[src/rtl/cluster_ce_pkg.sv]
// +----------------------------------------------------------------------+
// | cluster_ce_pkg : shared constants, enums and helpers for cluster_ce   |
// | Revision: 1.0                                                        |
// +----------------------------------------------------------------------+
`default_nettype none

package cluster_ce_pkg;

   localparam int DIM      = 3;
   localparam int DIM_W    = 8;
   localparam int CENTER_W = 24;
   localparam int AXIS_W   = 2;
   localparam int DIST_W   = 18;
   localparam int SQ_W     = 2 * DIM_W;

   typedef enum logic [AXIS_W-1:0] {
      AXIS_X     = 2'd0,
      AXIS_Y     = 2'd1,
      AXIS_Z     = 2'd2,
      AXIS_X_ALT = 2'd3
   } axis_e;

   typedef enum logic [1:0] {
      MODE_IDLE  = 2'd0,
      MODE_SORT  = 2'd1,
      MODE_POINT = 2'd2
   } mode_e;

   // Dimension 0 is x, stored in the most significant byte.
   function automatic logic [DIM_W-1:0] center_dim(input logic [CENTER_W-1:0] c,
                                                   input int unsigned d);
      return c[(DIM-1-d)*DIM_W +: DIM_W];
   endfunction

   function automatic logic [DIM_W-1:0] center_key(input logic [CENTER_W-1:0] c,
                                                   input axis_e a);
      logic [DIM_W-1:0] k;
      case (a)
         AXIS_Y:  k = c[15:8];
         AXIS_Z:  k = c[7:0];
         default: k = c[23:16];
      endcase
      return k;
   endfunction

   function automatic logic [SQ_W-1:0] sq_diff(input logic [DIM_W-1:0] a,
                                               input logic [DIM_W-1:0] b);
      logic [SQ_W-1:0] d;
      d = (a > b) ? SQ_W'(a - b) : SQ_W'(b - a);
      return d * d;
   endfunction

endpackage

`default_nettype wire

[src/rtl/cluster_ce_sort3.sv]
// +----------------------------------------------------------------------+
// | cluster_ce_sort3 : combinational stable 3-way sort with child enables |
// | Revision: 1.0                                                        |
// +----------------------------------------------------------------------+
`default_nettype none

module cluster_ce_sort3
   import cluster_ce_pkg::*;
(
   input  logic                left_en,
   input  logic                right_en,
   input  logic [AXIS_W-1:0]   axis,
   input  logic [CENTER_W-1:0] left,
   input  logic [CENTER_W-1:0] parent,
   input  logic [CENTER_W-1:0] right,
   output logic [CENTER_W-1:0] new_left,
   output logic [CENTER_W-1:0] new_parent,
   output logic [CENTER_W-1:0] new_right,
   output logic                left_switch,
   output logic                parent_switch,
   output logic                right_switch
);

   logic [DIM_W-1:0] w_key_l;
   logic [DIM_W-1:0] w_key_p;
   logic [DIM_W-1:0] w_key_r;
   logic [1:0]       w_rank_l;
   logic [1:0]       w_rank_p;
   logic [1:0]       w_rank_r;

   assign w_key_l = center_key(left,   axis_e'(axis));
   assign w_key_p = center_key(parent, axis_e'(axis));
   assign w_key_r = center_key(right,  axis_e'(axis));

   // Rank = number of entries ordered before this one; ties favour the lower
   // original position, so the three ranks always form a permutation.
   assign w_rank_l = {1'b0, (w_key_p <  w_key_l)} + {1'b0, (w_key_r <  w_key_l)};
   assign w_rank_p = {1'b0, (w_key_l <= w_key_p)} + {1'b0, (w_key_r <  w_key_p)};
   assign w_rank_r = {1'b0, (w_key_l <= w_key_r)} + {1'b0, (w_key_p <= w_key_r)};

   always_comb begin
      new_left      = left;
      new_parent    = parent;
      new_right     = right;
      left_switch   = 1'b0;
      parent_switch = 1'b0;
      right_switch  = 1'b0;
      if (left_en && right_en) begin
         if (w_rank_l == 2'd0)      new_left = left;
         else if (w_rank_p == 2'd0) new_left = parent;
         else                       new_left = right;

         if (w_rank_l == 2'd1)      new_parent = left;
         else if (w_rank_p == 2'd1) new_parent = parent;
         else                       new_parent = right;

         if (w_rank_l == 2'd2)      new_right = left;
         else if (w_rank_p == 2'd2) new_right = parent;
         else                       new_right = right;

         left_switch   = (w_rank_l != 2'd0);
         parent_switch = (w_rank_p != 2'd1);
         right_switch  = (w_rank_r != 2'd2);
      end else if (left_en) begin
         if (w_key_l > w_key_p) begin
            new_left      = parent;
            new_parent    = left;
            left_switch   = 1'b1;
            parent_switch = 1'b1;
         end
      end else if (right_en) begin
         if (w_key_r < w_key_p) begin
            new_right     = parent;
            new_parent    = right;
            right_switch  = 1'b1;
            parent_switch = 1'b1;
         end
      end
   end

endmodule

`default_nettype wire

[src/rtl/cluster_ce.sv]
// +----------------------------------------------------------------------+
// | cluster_ce : cluster compute element (sort / point propagation)       |
// | Optional: CLUSTER_CE_DEBUG_EN enables a per-edge trace line.          |
// | Revision: 1.0                                                        |
// +----------------------------------------------------------------------+
`default_nettype none

module cluster_ce
   import cluster_ce_pkg::*;
#(
   parameter string NAME = "unknown"
)(
   input  logic                clk,
   input  logic                rst,
   input  logic                en,
   input  logic                sorting,
   input  logic                point_prop,
   input  logic                left_en,
   input  logic                right_en,
   input  logic [CENTER_W-1:0] left,
   input  logic [CENTER_W-1:0] parent,
   input  logic [CENTER_W-1:0] right,
   input  logic [AXIS_W-1:0]   axis,
   output logic                stable,
   output logic                send_left,
   output logic                send_right,
   output logic                left_switch,
   output logic                parent_switch,
   output logic                right_switch,
   output logic [CENTER_W-1:0] new_left,
   output logic [CENTER_W-1:0] new_parent,
   output logic [CENTER_W-1:0] new_right
);

   mode_e               w_mode;
   logic [CENTER_W-1:0] w_sort_left;
   logic [CENTER_W-1:0] w_sort_parent;
   logic [CENTER_W-1:0] w_sort_right;
   logic                w_sw_left;
   logic                w_sw_parent;
   logic                w_sw_right;
   logic [DIST_W-1:0]   w_dist_l;
   logic [DIST_W-1:0]   w_dist_r;
   logic                w_send_left;
   logic                w_send_right;

   assign w_mode = sorting    ? MODE_SORT  :
                   point_prop ? MODE_POINT : MODE_IDLE;

   cluster_ce_sort3 u_sort3 (
      .left_en       (left_en),
      .right_en      (right_en),
      .axis          (axis),
      .left          (left),
      .parent        (parent),
      .right         (right),
      .new_left      (w_sort_left),
      .new_parent    (w_sort_parent),
      .new_right     (w_sort_right),
      .left_switch   (w_sw_left),
      .parent_switch (w_sw_parent),
      .right_switch  (w_sw_right)
   );

   always_comb begin
      w_dist_l = '0;
      w_dist_r = '0;
      for (int d = 0; d < DIM; d++) begin
         w_dist_l = w_dist_l + DIST_W'(sq_diff(center_dim(parent, d), center_dim(left,  d)));
         w_dist_r = w_dist_r + DIST_W'(sq_diff(center_dim(parent, d), center_dim(right, d)));
      end
   end

   assign w_send_left  = left_en & (~right_en | (w_dist_l <= w_dist_r));
   assign w_send_right = right_en & ~w_send_left;

   always_ff @(posedge clk) begin
      if (rst) begin
         stable        <= 1'b0;
         send_left     <= 1'b0;
         send_right    <= 1'b0;
         left_switch   <= 1'b0;
         parent_switch <= 1'b0;
         right_switch  <= 1'b0;
         new_left      <= '0;
         new_parent    <= '0;
         new_right     <= '0;
      end else if (en) begin
         case (w_mode)
            MODE_SORT: begin
               new_left      <= w_sort_left;
               new_parent    <= w_sort_parent;
               new_right     <= w_sort_right;
               left_switch   <= w_sw_left;
               parent_switch <= w_sw_parent;
               right_switch  <= w_sw_right;
               stable        <= ~(w_sw_left | w_sw_parent | w_sw_right);
               send_left     <= 1'b0;
               send_right    <= 1'b0;
            end
            MODE_POINT: begin
               new_left      <= left;
               new_parent    <= parent;
               new_right     <= right;
               left_switch   <= 1'b0;
               parent_switch <= 1'b0;
               right_switch  <= 1'b0;
               stable        <= 1'b0;
               send_left     <= w_send_left;
               send_right    <= w_send_right;
            end
            default: begin
               new_left      <= left;
               new_parent    <= parent;
               new_right     <= right;
               left_switch   <= 1'b0;
               parent_switch <= 1'b0;
               right_switch  <= 1'b0;
               stable        <= 1'b0;
               send_left     <= 1'b0;
               send_right    <= 1'b0;
            end
         endcase
      end
   end

`ifdef CLUSTER_CE_DEBUG_EN
   always_ff @(posedge clk) begin
      $display("[%s] mode=%s axis=%0d L=%06h P=%06h R=%06h sw=%b%b%b stable=%b send=%b%b",
               NAME, w_mode.name(), axis, left, parent, right,
               left_switch, parent_switch, right_switch, stable, send_left, send_right);
   end
`endif

endmodule

`default_nettype wire

[config.mk]
export PLATFORM = sky130hd
export DESIGN_NAME = cluster_ce
export DESIGN_NICKNAME = d
export VERILOG_FILES = /design/src/rtl/cluster_ce_pkg.sv /design/src/rtl/cluster_ce_sort3.sv /design/src/rtl/cluster_ce.sv
export SDC_FILE = /design/constraint.sdc
export NUM_CORES = 1
export LEC_CHECK = 0
export CELL_PAD_IN_SITES_DETAIL_PLACEMENT = 2
export CELL_PAD_IN_SITES_GLOBAL_PLACEMENT = 2
export CORE_MARGIN = 2
export CORE_UTILIZATION = 40
export CTS_BUF_LIST = sky130_fd_sc_hd__clkbuf_2 sky130_fd_sc_hd__clkbuf_4 sky130_fd_sc_hd__clkbuf_8
export CTS_CLUSTER_SIZE = 28
export DETAILED_ROUTE_END_ITERATION = 6
export PLACE_DENSITY_LB_ADDON = 0.1
export SETUP_SLACK_MARGIN = 0.1
export SYNTH_ARGS = -nofsm -noshare
export SYNTH_HDL_FRONTEND = slang
export SYNTH_HIERARCHICAL = 1
export SYNTH_SLANG_ARGS = --single-unit
[constraint.sdc]
create_clock -name clk -period 19.61 [get_ports clk]
set_clock_uncertainty 0.2 [all_clocks]
set_input_delay 5.883 -clock clk [delete_from_list [all_inputs] [get_ports clk]]
set_output_delay 5.883 -clock clk [all_outputs]
set_load 0.02 [all_outputs]
==> flow_summary.toml, run 1 <==
# synthesis and place-and-route metrics
[critical_path]
crit_path_frequent_cell = "sky130_fd_sc_hd__inv_1"
cp_top_family = "adder cells"
reg2reg_depth = 2
timing_worst_setup_path_type = "in -> reg"
cpMaxStageDelayCell = "sky130_fd_sc_hd__clkdlybuf4s50_1"
cp_max_fo = 15

[floorplan]
floorplan.die.height_um = 290.6

[logic_synthesis]
synth.cell_area_mm2 = 0.03286
post_synth_and_or_nand_nor_area_fraction_pct = 11.05
area_leaders = "sky130_fd_sc_hd__fa_1 (26%), sky130_fd_sc_hd__ha_1 (16%), sky130_fd_sc_hd__inv_1 (9.7%)"
post_synth_xor_area_fraction_pct = 6.571

[sta]
slack_of_the_critical_path_ns = 1.633
rsz0062_at_grt = "false"

[grt]
pin_count_of_the_biggest_net_entering_global_routing = 103
grt_util_all_layers_pct = 28.68

[worst_hold_path]
hold_path_end = "new_left[11]$_SDFFE_PP0P_"
hold_path_stages = 2
hold_path_startpoint = "new_left[11]$_SDFFE_PP0P_"

[cells_and_area]
most-common-layout-cells = "sky130_fd_sc_hd__inv_1 (845), sky130_fd_sc_hd__fa_1 (434), sky130_fd_sc_hd__ha_1 (432)"
seqCellArea_mm2 = 0.001562
finish.instance_area_mm2 = 0.03601
final_layout_size_suffix_gt1_share_pct = 7.908

[route]
avgRoutedWirePerCell_um = 23.70
detail_route.iter0.violations = 1394

[run_status]
outcome = "finished, final reports clean"

[clock_tree]
clock_tree.buffer_depth = 2
holdBufCountCts = 0
cts_setup_buffers = 0
worst_skew_pair.late_latency_ns = 0.43
ctsRootBufferMaster = "sky130_fd_sc_hd__clkbuf_8"

[placement]
port_buffers = 158
dpl.hpwl_um = 99770
[run 1: stage by stage]
step           hold slack [ns]  std cells  utilization, %
2_1_floorplan           0.3401       3882               -
3_3_place_gp            0.2737       5050           43.83
3_5_place_dp            0.2829       5050           43.83
4_1_cts                 0.2974       5066           44.06
5_1_grt                 0.3217       5067           44.06
6_report                0.2912       5069           44.07
[run 1: layer usage]
| metal | up-vias | global-route usage [%] | wire (um) |
|---|---|---|---|
| li1 | 12900 | - | - |
| met1 | 14333 | 38.59 | 54320 |
| met2 | 606 | 48.89 | 56990 |
| met3 | 160 | 2.906 | 5288 |
| met4 | 2 | 7.911 | 3541 |
| met5 | - | 0 | 14 |
[run 1: cell type report]
class,instances,share of cell area (%)
diodes,3,0.02085
inverters,857,8.933
well taps,1070,3.718
multi-input cells,2800,76.32
clock inverters,7,0.1807
clock buffers,9,0.3440
flip-flops and latches,78,4.336
repair buffers,245,6.150
[run 1: Yosys cell counts, types with 53 or more instances]
| cell | n |
|---|---|
| sky130_fd_sc_hd__inv_1 | 845 |
| sky130_fd_sc_hd__fa_1 | 434 |
| sky130_fd_sc_hd__ha_1 | 432 |
| sky130_fd_sc_hd__nor2_1 | 313 |
| sky130_fd_sc_hd__xnor2_1 | 161 |
| sky130_fd_sc_hd__nand2_1 | 128 |
| sky130_fd_sc_hd__a21oi_1 | 127 |
| sky130_fd_sc_hd__mux2i_1 | 125 |
| sky130_fd_sc_hd__a211oi_1 | 106 |
| sky130_fd_sc_hd__mux2_2 | 103 |
| sky130_fd_sc_hd__clkbuf_1 | 94 |
| sky130_fd_sc_hd__o21ai_0 | 88 |
| sky130_fd_sc_hd__dfxtp_1 | 78 |
| sky130_fd_sc_hd__xor2_1 | 74 |
| sky130_fd_sc_hd__a21o_1 | 67 |
| sky130_fd_sc_hd__o22ai_1 | 53 |
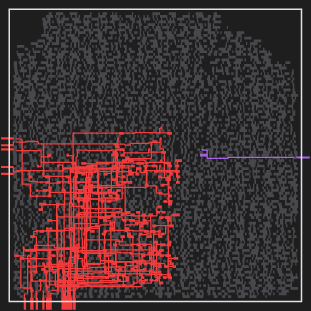
**Above:** run 1 (I/O nets highlighted).
Drawn at 1 px/um.
port	colour	bits	direction	edge	end cells	wire
send_left	purple	1	output	right	1	106 um
parent	red	24	input	19 bottom, 5 left	294	7,700 um

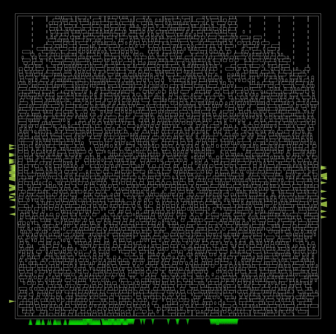
**Above:** run 1 (cell placement).
FF+latch count: 78
number of tap instances: 1,070

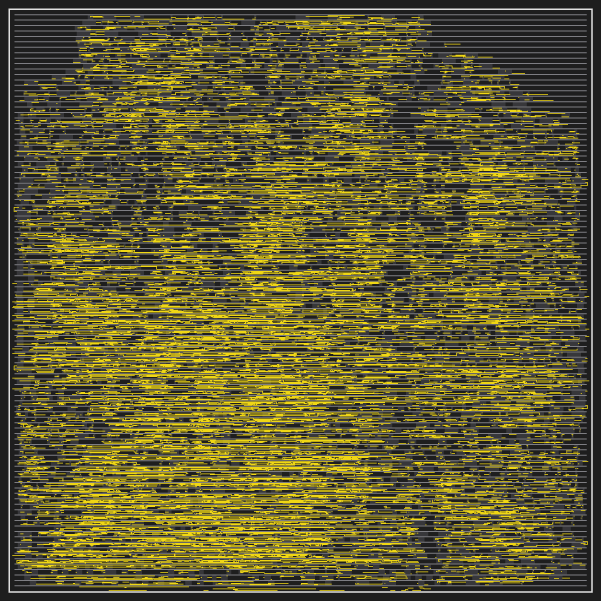
**Above:** run 1 (met1 routing).
Drawn at 2 px/um. Supply wires on this layer in grey.
longest straight run	125 um
share of all routed wire	45%
main direction	horizontal
wire length on this layer	54.3 mm
nets with wire on the layer	4,690
via count of the routed design: 28,001
global routing usage on met1: 38.59%

==> run 2, diff against run 1 <==
--- a/config.mk
+++ b/config.mk
@@ -12,6 +12,7 @@
 export CTS_BUF_LIST = sky130_fd_sc_hd__clkbuf_2 sky130_fd_sc_hd__clkbuf_4 sky130_fd_sc_hd__clkbuf_8
 export CTS_CLUSTER_SIZE = 28
 export DETAILED_ROUTE_END_ITERATION = 6
+export HOLD_SLACK_MARGIN = 0.02
 export PLACE_DENSITY_LB_ADDON = 0.1
 export SETUP_SLACK_MARGIN = 0.1
 export SYNTH_ARGS = -nofsm -noshare
==> constraint.sdc (replaced) <==
create_clock -name clk -period 20 [get_ports clk]
set_clock_uncertainty 0.2 [all_clocks]
set_input_delay 6 -clock clk [delete_from_list [all_inputs] [get_ports clk]]
set_output_delay 6 -clock clk [all_outputs]
set_load 0.02 [all_outputs]
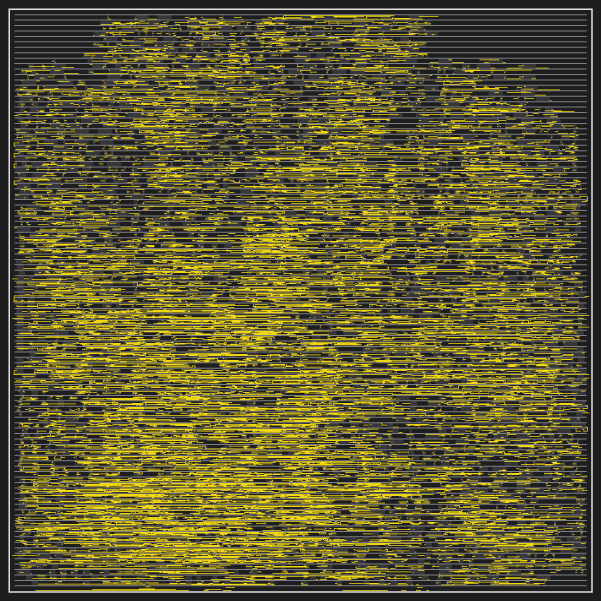
**Above:** run 2 (met1 routing).
Drawn at 2 px/um. Supply wires on this layer in grey.
wire length on this layer	54.4 mm
main direction	horizontal
nets with wire on the layer	4,664
total length of routed wires: 120,600 um
via count of the routed design: 28,005
global routing usage on met1: 38.07%

==> run 2 against run 1 <==
  * Sequential share of layout area is essentially flat
  * Critical path depth shrank 1
  * Critical path type unchanged
  * Largest cell class unchanged
  * Highest routed layer unchanged
==> flow_summary.toml, run 2 <==
# synthesis and place-and-route metrics
[grt]
grt_util_all_layers_pct = 28.70
pin_count_of_the_biggest_net_entering_global_routing = 87

[critical_path]
timing_worst_setup_path_type = "in -> reg"
cp_top_family = "adder cells"
crit_path_frequent_cell = "sky130_fd_sc_hd__inv_1"

[sta]
rsz0062_at_grt = "false"
holdWs_ns = 0.2922

[run_status]
outcome = "finished, final reports clean"

[logic_synthesis]
common_cells = "sky130_fd_sc_hd__inv_1 (845), sky130_fd_sc_hd__fa_1 (434), sky130_fd_sc_hd__ha_1 (432)"
area_leaders = "sky130_fd_sc_hd__fa_1 (26%), sky130_fd_sc_hd__ha_1 (16%), sky130_fd_sc_hd__inv_1 (9.7%)"
synth_dominant_cell_count = "sky130_fd_sc_hd__inv_1"
post_synth_xor_area_fraction_pct = 6.571
synth.cell_area_mm2 = 0.03286

[cells_and_area]
most-common-layout-cells = "sky130_fd_sc_hd__inv_1 (845), sky130_fd_sc_hd__fa_1 (434), sky130_fd_sc_hd__ha_1 (432)"
final_layout_size_suffix_gt1_share_pct = 7.769

[clock_tree]
cts_setup_buffers = 0
worst_skew_pair.late_latency_ns = 0.43
holdBufCountCts = 0

[floorplan]
floorplan.die.height_um = 290.6

[placement]
port_buffers = 158

[route]
detail_route.iter0.violations = 1503
==> run 2: cell counts after synthesis <==
Identical to the previous run, type by type.
==> run 2: through the flow <==
step	worst slack (ns)	area, um^2	util [%]	instances
2_1_floorplan	4.191	32860	-	3882
3_3_place_gp	1.753	35770	43.77	5044
3_5_place_dp	1.394	35770	43.77	5044
4_1_cts	1.857	35950	44.00	5060
5_1_grt	0.8555	35960	44.00	5061
6_report	1.824	35960	44.00	5062
==> run 2: final timing paths <==
kind | start | endpoint | slack [ns] | depth (start not counted)
max | parent[0] | send_left$_SDFFE_PP0P_ | 1.82 | 43
min | new_right[19]$_SDFFE_PP0P_ | new_right[19]$_SDFFE_PP0P_ | 0.29 | 2
min reg2reg | new_right[19]$_SDFFE_PP0P_ | new_right[19]$_SDFFE_PP0P_ | 0.29 | 2
max reg2reg | new_parent[12]$_SDFFE_PP0P_ | new_parent[12]$_SDFFE_PP0P_ | 18.91 | 2
==> run 2: final cells by class <==
cell class | count | share of cell area (%)
diodes | 2 | 0.01392
clock buffers | 9 | 0.3445
clock inverters | 7 | 0.1705
inverters | 857 | 8.946
multi-input cells | 2800 | 76.43
flip-flops and latches | 78 | 4.343
well taps | 1070 | 3.723
repair buffers | 239 | 6.034
==> run 2: worst reg2reg max path, stage by stage (launching register included) <==
cell and delay (ns):
sky130_fd_sc_hd__dfxtp_1 0.48, sky130_fd_sc_hd__nor2_1 0.07, sky130_fd_sc_hd__a211oi_1 0.25
==> run 2: metal layers <==
metal  vias up  global-route usage, %  wire length (um)
li1      12898                      -                 -
met1     14446                  38.07             54420
met2       530                  50.13             58450
met3       129                  2.264              4307
met4         2                  7.772              3396
met5         -                      0                12
